Clock distribution:
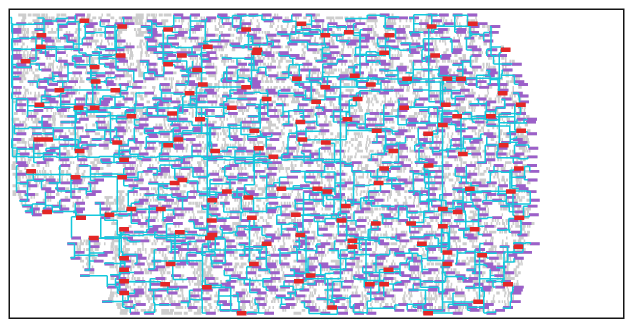
Placed standard cells:
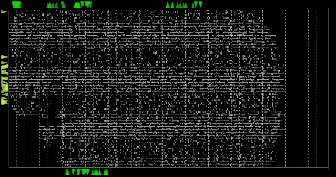
Design dcsformer_host_driver, sky130hd; sources not shown.
==> changes_impl.md <==
## Implementation

- Initial antenna violation count: 4
- Top power group: registers
- Worst Hold Path Cells: 2
- First-pass GRT wire length: 304,600 um
- Total power: 3.265 mW
- Most Frequent Cell on Critical Path: buf_4
- Combinational share of power: 0.215
- RSZ-0062 raised after global routing: no
- CLK BUF: 201
- Slew of the pin with the lowest slew margin: 1066 ps
- Post-Synth AOI/OAI Area: 0.1598
- Max FFs per register: 1,024
- Startpoint types: input port
- Flop pwr share: 0.418
- CP Depth: 8
- DRT iter0 DRCs: 5,140
- Slowest stage delay, CP: 780 ps
- TritonCTS buffer count: 141
- Die width: 575.9 um
- Most instantiated logic cells after routing: 2,336 x nand2_1, 1,627 x o21ai_0, 1,370 x dfrtp_1, 840 x nor2_1, 374 x nand3_1
- Seq/Total Area, Yosys: 0.5355
- Worst Path Buf+Inv: 4
- Xor/xnor share: 0.0002728
- Flop-to-flop setup slack: 42,300 ps
- Vias in the first global route: 49,900
- Outcome: complete, no violations
- Setup Fix Bufs, Post-CTS: 0
Back to the opening pictures, 'clock distribution':
[clock-net drivers] red | count: 141
[clock wires] cyan | length: 18,600 um
[flip-flops] purple | count: 1,374
flops lie: widely spread
routed clock nets: 142
clock-net power: 1.20 mW
clk latency late pin: 780 ps
clock power share: 0.367
Setup Skew: 47.80 ps

Back to the opening pictures, 'placed standard cells':
Finished Core Util: 0.4345
flop count: 1,374
Seq/total area: 0.4882
Well Taps: 2,173

Power and IR drop assume default switching activity.
